## src/rtl/fifo_frame_ctrl_if.sv

```systemverilog
// fifo_frame_ctrl_if: control and handshake bundle for fifo_frame_ctrl.
//   start_i/abort_i/frame_len_i : frame control from the control block
//   adc_ready_i                 : ADC sample strobe
//   fir_ready_i                 : FIR back-pressure
//   full_i/empty_i              : sample buffer flags
//   wr_en_o/rd_en_o             : sample buffer enables
//   fir_valid_o                 : buffer output data valid for the FIR
//   busy_o/done_o/overflow_o    : status
//   fill_cnt_o                  : samples written in the current frame
// The slave modport is the controller's view; the master modport drives it.
interface fifo_frame_ctrl_if #(
  parameter int unsigned CNT_W = 11
);
  logic             start_i;
  logic             abort_i;
  logic [CNT_W-1:0] frame_len_i;
  logic             adc_ready_i;
  logic             fir_ready_i;
  logic             full_i;
  logic             empty_i;
  logic             wr_en_o;
  logic             rd_en_o;
  logic             fir_valid_o;
  logic             busy_o;
  logic             done_o;
  logic             overflow_o;
  logic [CNT_W-1:0] fill_cnt_o;

  modport slave (
    input  start_i, abort_i, frame_len_i, adc_ready_i, fir_ready_i, full_i, empty_i,
    output wr_en_o, rd_en_o, fir_valid_o, busy_o, done_o, overflow_o, fill_cnt_o
  );

  modport master (
    output start_i, abort_i, frame_len_i, adc_ready_i, fir_ready_i, full_i, empty_i,
    input  wr_en_o, rd_en_o, fir_valid_o, busy_o, done_o, overflow_o, fill_cnt_o
  );
endinterface

```

## src/rtl/fifo_frame_ctrl.sv

```systemverilog
// fifo_frame_ctrl: sequences the ADC -> sample buffer -> FIR path.
// Fills the buffer with len samples, drains them to the FIR under back-pressure,
// waits for the read-latency pipeline to empty and pulses done_o.
// Ports:
//   clk_i  : system clock
//   rst_i  : asynchronous active-low reset
//   bus    : fifo_frame_ctrl_if.slave (control, buffer flags/enables, FIR strobes, status)
// Optional feature: define FRAME_AUTO_RESTART_EN to make DONE restart FILL with the
// same latched length (continuous streaming until abort).
module fifo_frame_ctrl #(
  parameter int unsigned DEPTH  = 1024,
  parameter int unsigned CNT_W  = 11,
  parameter int unsigned RD_LAT = 1
) (
  input logic              clk_i,
  input logic              rst_i,
  fifo_frame_ctrl_if.slave bus
);

  localparam logic [CNT_W-1:0] LenMax = CNT_W'(DEPTH);

  typedef enum logic [2:0] {StIdle, StFill, StDrain, StFlush, StDone} state_e;

  state_e            state_q, state_d;
  logic [CNT_W-1:0]  len_q, len_d;
  logic [CNT_W-1:0]  wr_cnt_q, wr_cnt_d;
  logic [CNT_W-1:0]  rd_cnt_q, rd_cnt_d;
  logic              overflow_q, overflow_d;
  logic [RD_LAT-1:0] vld_q, vld_d;
  logic              wr_en, rd_en;

  always_comb begin
    state_d    = state_q;
    len_d      = len_q;
    wr_cnt_d   = wr_cnt_q;
    rd_cnt_d   = rd_cnt_q;
    overflow_d = overflow_q;
    wr_en      = 1'b0;
    rd_en      = 1'b0;

    unique case (state_q)
      StIdle: begin
        if (bus.start_i && (bus.frame_len_i != '0)) begin
          state_d    = StFill;
          len_d      = (bus.frame_len_i > LenMax) ? LenMax : bus.frame_len_i;
          wr_cnt_d   = '0;
          rd_cnt_d   = '0;
          overflow_d = 1'b0;
        end
      end
      StFill: begin
        wr_en = bus.adc_ready_i && !bus.full_i && (wr_cnt_q < len_q);
        if (bus.adc_ready_i && bus.full_i && (wr_cnt_q < len_q)) overflow_d = 1'b1;
        if (wr_en) wr_cnt_d = wr_cnt_q + 1'b1;
        // Leave on the edge that commits the last write.
        if (wr_cnt_d == len_q) state_d = StDrain;
      end
      StDrain: begin
        rd_en = bus.fir_ready_i && !bus.empty_i && (rd_cnt_q < len_q);
        if (rd_en) rd_cnt_d = rd_cnt_q + 1'b1;
        if (rd_cnt_q == len_q) state_d = StFlush;
      end
      StFlush: begin
        if (vld_q == '0) state_d = StDone;
      end
      StDone: begin
`ifdef FRAME_AUTO_RESTART_EN
        state_d  = StFill;
        wr_cnt_d = '0;
        rd_cnt_d = '0;
`else
        state_d  = StIdle;
`endif
      end
      default: state_d = StIdle;
    endcase

    // Abort wins over everything, including a same-cycle start; counters freeze.
    if (bus.abort_i) begin
      state_d  = StIdle;
      len_d    = len_q;
      wr_cnt_d = wr_cnt_q;
      rd_cnt_d = rd_cnt_q;
      wr_en    = 1'b0;
      rd_en    = 1'b0;
    end
  end

  // Read-latency pipeline: fir_valid_o is rd_en delayed by RD_LAT cycles.
  always_comb begin
    vld_d = (vld_q << 1) | RD_LAT'(rd_en);
    if (bus.abort_i) vld_d = '0;
  end

  always_ff @(posedge clk_i or negedge rst_i) begin
    if (!rst_i) begin
      state_q    <= StIdle;
      len_q      <= '0;
      wr_cnt_q   <= '0;
      rd_cnt_q   <= '0;
      overflow_q <= 1'b0;
      vld_q      <= '0;
    end else begin
      state_q    <= state_d;
      len_q      <= len_d;
      wr_cnt_q   <= wr_cnt_d;
      rd_cnt_q   <= rd_cnt_d;
      overflow_q <= overflow_d;
      vld_q      <= vld_d;
    end
  end

  assign bus.wr_en_o     = wr_en;
  assign bus.rd_en_o     = rd_en;
  assign bus.fir_valid_o = vld_q[RD_LAT-1];
  assign bus.busy_o      = (state_q != StIdle);
  assign bus.done_o      = (state_q == StDone);
  assign bus.overflow_o  = overflow_q;
  assign bus.fill_cnt_o  = wr_cnt_q;

endmodule

```

## src/flat_wrapper.sv

```systemverilog
// flat-port wrapper written by rule: the top's interface ports become plain ports
module fifo_frame_ctrl_flat 
#(
  parameter int unsigned DEPTH  = 1024,
  parameter int unsigned CNT_W  = 11,
  parameter int unsigned RD_LAT = 1
)
  (clk_i, rst_i, bus_start_i, bus_abort_i, bus_frame_len_i, bus_adc_ready_i, bus_fir_ready_i, bus_full_i, bus_empty_i, bus_wr_en_o, bus_rd_en_o, bus_fir_valid_o, bus_busy_o, bus_done_o, bus_overflow_o, bus_fill_cnt_o);
  fifo_frame_ctrl_if #(.CNT_W(CNT_W)) bus_i ();
  input logic clk_i;
  input logic rst_i;
  input wire logic [$bits(bus_i.start_i)-1:0] bus_start_i;
  input wire logic [$bits(bus_i.abort_i)-1:0] bus_abort_i;
  input wire logic [$bits(bus_i.frame_len_i)-1:0] bus_frame_len_i;
  input wire logic [$bits(bus_i.adc_ready_i)-1:0] bus_adc_ready_i;
  input wire logic [$bits(bus_i.fir_ready_i)-1:0] bus_fir_ready_i;
  input wire logic [$bits(bus_i.full_i)-1:0] bus_full_i;
  input wire logic [$bits(bus_i.empty_i)-1:0] bus_empty_i;
  output wire logic [$bits(bus_i.wr_en_o)-1:0] bus_wr_en_o;
  output wire logic [$bits(bus_i.rd_en_o)-1:0] bus_rd_en_o;
  output wire logic [$bits(bus_i.fir_valid_o)-1:0] bus_fir_valid_o;
  output wire logic [$bits(bus_i.busy_o)-1:0] bus_busy_o;
  output wire logic [$bits(bus_i.done_o)-1:0] bus_done_o;
  output wire logic [$bits(bus_i.overflow_o)-1:0] bus_overflow_o;
  output wire logic [$bits(bus_i.fill_cnt_o)-1:0] bus_fill_cnt_o;
  assign bus_i.start_i = bus_start_i;
  assign bus_i.abort_i = bus_abort_i;
  assign bus_i.frame_len_i = bus_frame_len_i;
  assign bus_i.adc_ready_i = bus_adc_ready_i;
  assign bus_i.fir_ready_i = bus_fir_ready_i;
  assign bus_i.full_i = bus_full_i;
  assign bus_i.empty_i = bus_empty_i;
  assign bus_wr_en_o = bus_i.wr_en_o;
  assign bus_rd_en_o = bus_i.rd_en_o;
  assign bus_fir_valid_o = bus_i.fir_valid_o;
  assign bus_busy_o = bus_i.busy_o;
  assign bus_done_o = bus_i.done_o;
  assign bus_overflow_o = bus_i.overflow_o;
  assign bus_fill_cnt_o = bus_i.fill_cnt_o;
  fifo_frame_ctrl #(.DEPTH(DEPTH), .CNT_W(CNT_W), .RD_LAT(RD_LAT)) u_core (.clk_i(clk_i), .rst_i(rst_i), .bus(bus_i));
endmodule
```

## config.mk

```make
export PLATFORM = sky130hd
export DESIGN_NAME = fifo_frame_ctrl_flat
export DESIGN_NICKNAME = d
export VERILOG_FILES = /design/src/rtl/fifo_frame_ctrl_if.sv /design/src/rtl/fifo_frame_ctrl.sv /design/src/flat_wrapper.sv
export SDC_FILE = /design/constraint.sdc
export NUM_CORES = 1
export LEC_CHECK = 0
export ABC_AREA = 1
export CAP_MARGIN = 20
export CORE_MARGIN = 3
export CORE_UTILIZATION = 40
export CTS_BUF_LIST = sky130_fd_sc_hd__clkbuf_16
export DETAILED_ROUTE_END_ITERATION = 7
export GPL_ROUTABILITY_DRIVEN = 0
export PLACE_DENSITY = 0.63
export SYNTH_ARGS = -nofsm -noshare
export SYNTH_HDL_FRONTEND = slang
export SYNTH_SLANG_ARGS = --single-unit
```

## constraint.sdc

```tcl
create_clock -name clk_i -period 3.63 [get_ports clk_i]
set_input_delay 0.9075 -clock clk_i [delete_from_list [all_inputs] [get_ports clk_i]]
set_output_delay 0.9075 -clock clk_i [all_outputs]
set_load 0.02 [all_outputs]
```

==> Slide: Implementation Results, run 1 <==
Physical Implementation Snapshot

Status
  • Status: completed

Min path
  • Min-delay src: u_core.bus.overflow_o

Floorplanning
  • Well Taps: 96

Synth
  • Main flop type: dfrtp_1
  • Number of synthesized flops with an enable pin: 0
  • Adders+Majority by Area: 9.78%
  • Post-Synth XOR/XNOR Area: 2.08%

Routing
  • Met3 wire len: 350 um
  • Routed WL per cell: 14.1 um

Timing
  • Unrepaired setup endpoints after global routing: false
  • Final number of hold-violating endpoints: 0

Power
  • Comb power: 1.24 mW

Setup path
  • WP depth: 6
  • Critical path type: in -> out
  • Slowest CP cell: clkdlybuf4s50_1

Cells and area
  • # clk buffers: 5
  • Combinational share of cell area: 47.9%
  • Layout Cells excl Fill: 554
  • Seq area share: 26.5%
  • Most frequent logic cell in the layout: nand2_1

GRT
  • Initial antenna violation count: 0
  • Via count of the first global-routing pass: 2,691
  • Met1 GRT Util: 25.9%

Clocking
  • Clk root buf: clkbuf_16
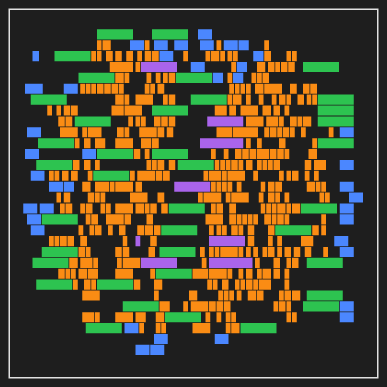
(run_1/cell_classes.png)
Drawn at 4 px/um.
[orange] all other logic | cells: 371 | share of their area: 56%
[blue] other buffers and delay cells | cells: 41 | share of their area: 11%
[purple] clock drivers and dummy loads | cells: 8 | share of their area: 5.4%
[green] flip-flops | cells: 38 | share of their area: 27%

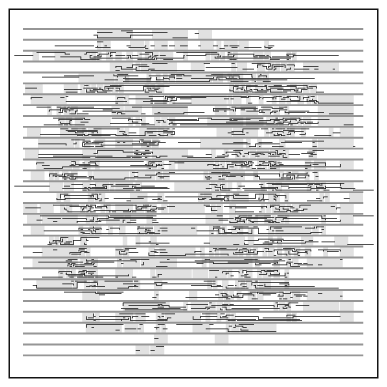
(run_1/met1.png)
Drawn at 4 px/um. Supply wires on this layer in grey.
share of all routed wire: 47%
longest straight run: 36.8 um
wire length on this layer: 3,660 um
nets with wire on the layer: 460
main direction: horizontal

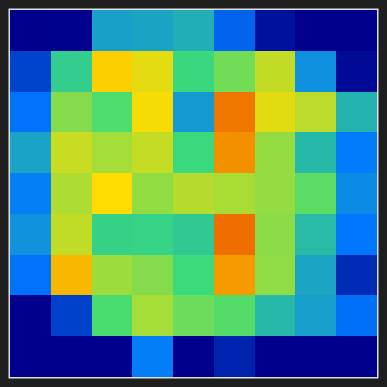
(run_1/density.png)
Drawn at 4 px/um. 9 x 9 tiles, from dark blue (low) to red (high), 0 to 100% covered.
fullest tile: 87%
mean over tiles: 41%
tiles over 75% full: 8.6%
densest ninth of the die: centre
nearly empty tiles: 16%
Core Box Area: 0.00694 mm2
fin util: 51.7%
fp_density: 42.4%

==> run_1/final_placement.png <==
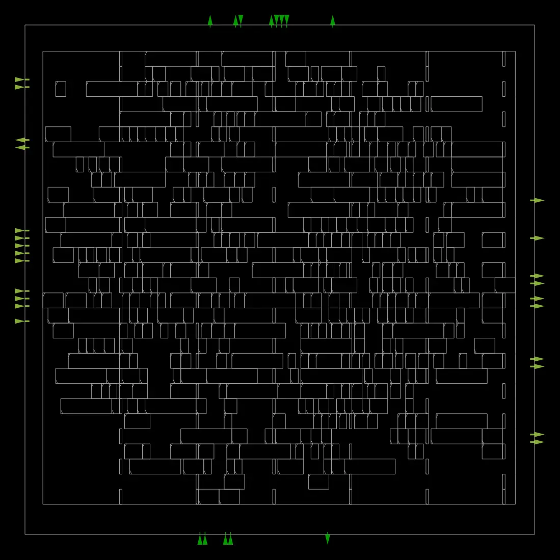

==> run 1 -> run 2 <==
--- a/config.mk
+++ b/config.mk
@@ -10,3 +10,3 @@
 export CORE_MARGIN = 3
-export CORE_UTILIZATION = 40
+export CORE_UTILIZATION = 35
 export CTS_BUF_LIST = sky130_fd_sc_hd__clkbuf_16
@@ -14,3 +14,3 @@
 export GPL_ROUTABILITY_DRIVEN = 0
-export PLACE_DENSITY = 0.63
+export PLACE_DENSITY = 0.56
 export SYNTH_ARGS = -nofsm -noshare
==> constraint.sdc (replaced) <==
create_clock -name clk_i -period 4 [get_ports clk_i]
set_input_delay 0.8 -clock clk_i [delete_from_list [all_inputs] [get_ports clk_i]]
set_output_delay 0.8 -clock clk_i [all_outputs]
set_load 0.02 [all_outputs]
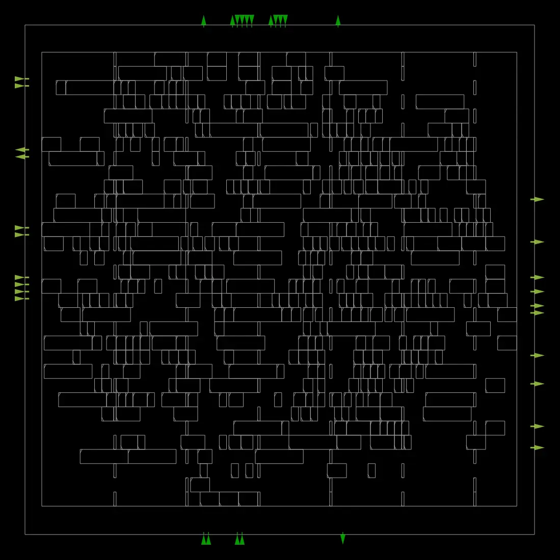
(run_2/final_placement.png)
Well Taps: 102
FP Rows: 32
Seq area share: 27.1%
Core Box Area: 0.00793 mm2
Seq cells: 38

==> Slide: Implementation Results, run 2 <==
Physical Implementation Snapshot

Routing
  • Highest routed layer: met4
  • Routed WL per cell: 14.1 um
  • Via count: 2,827
  • Met3 wire len: 378 um
  • # DRC: 0

Cells and area
  • Most frequent logic cell in the layout: nand2_1
  • Layout Cells excl Fill: 554
  • Combinational share of cell area: 49.1%
  • Diodes inserted: 0
  • Fin util: 44.2%
  • # clk buffers: 5

Setup path
  • Slowest CP cell: clkdlybuf4s50_1
  • CP dominant cell by count: clkdlybuf4s50_1
  • Critical Path Fanout Max: 13
  • Worst path cell trace: clkdlybuf4s50_1 > nand2_1 > inv_1 > nand3_4 > nor2_1 > clkdlybuf4s50_1
  • WP depth: 6
  • WP buf/inv: 3
  • Crit. End Element: output port
  • Critical Path AT: 2.73 ns
  • Critical Path Sink: bus_wr_en_o
  • Critical path type: in -> out

Floorplanning
  • Fp_density: 37.1%
  • DIE AREA: 0.00954 mm2

GRT
  • Routing usage on met2: 27.6%
  • Total GRT Usage: 17.1%
  • Via count of the first global-routing pass: 2,727
  • Met1 GRT Util: 22.9%

Synth
  • Post-Synth XOR/XNOR Area: 2.08%
  • Adders+Majority by Area: 9.78%
  • Main flop type: dfrtp_1
  • Number of synthesized flops with an enable pin: 0

Timing
  • Unrepaired setup endpoints after global routing: false
  • Final number of hold-violating endpoints: 0
  • Fmax: 283 MHz

Place
  • Number of port buffers: 35
  • Placed cell count: 548

Status
  • Status: completed

Power
  • Total chip power: 2.07 mW
  • Seq power: 597 uW
  • Comb power: 1.11 mW

Clocking
  • Clk root buf: clkbuf_16
  • Total CTS buffers: 5

Job
  • Number of max-cap violations: 0

Min path
  • Min-delay src: u_core.bus.overflow_o
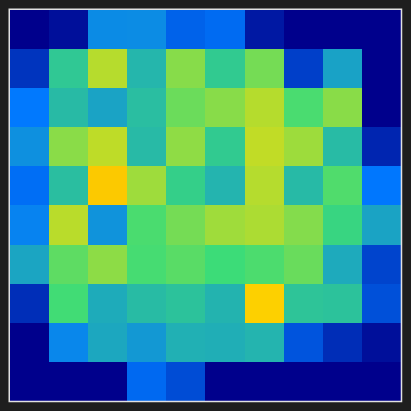
(run_2/density.png)
Drawn at 4 px/um. 10 x 10 tiles, from dark blue (low) to red (high), 0 to 100% covered.
fullest tile: 77%
densest ninth of the die: centre
nearly empty tiles: 15%
tiles over 75% full: 2.0%
mean over tiles: 35%

No activity file was given, so power comes from the tool's default toggle rates.
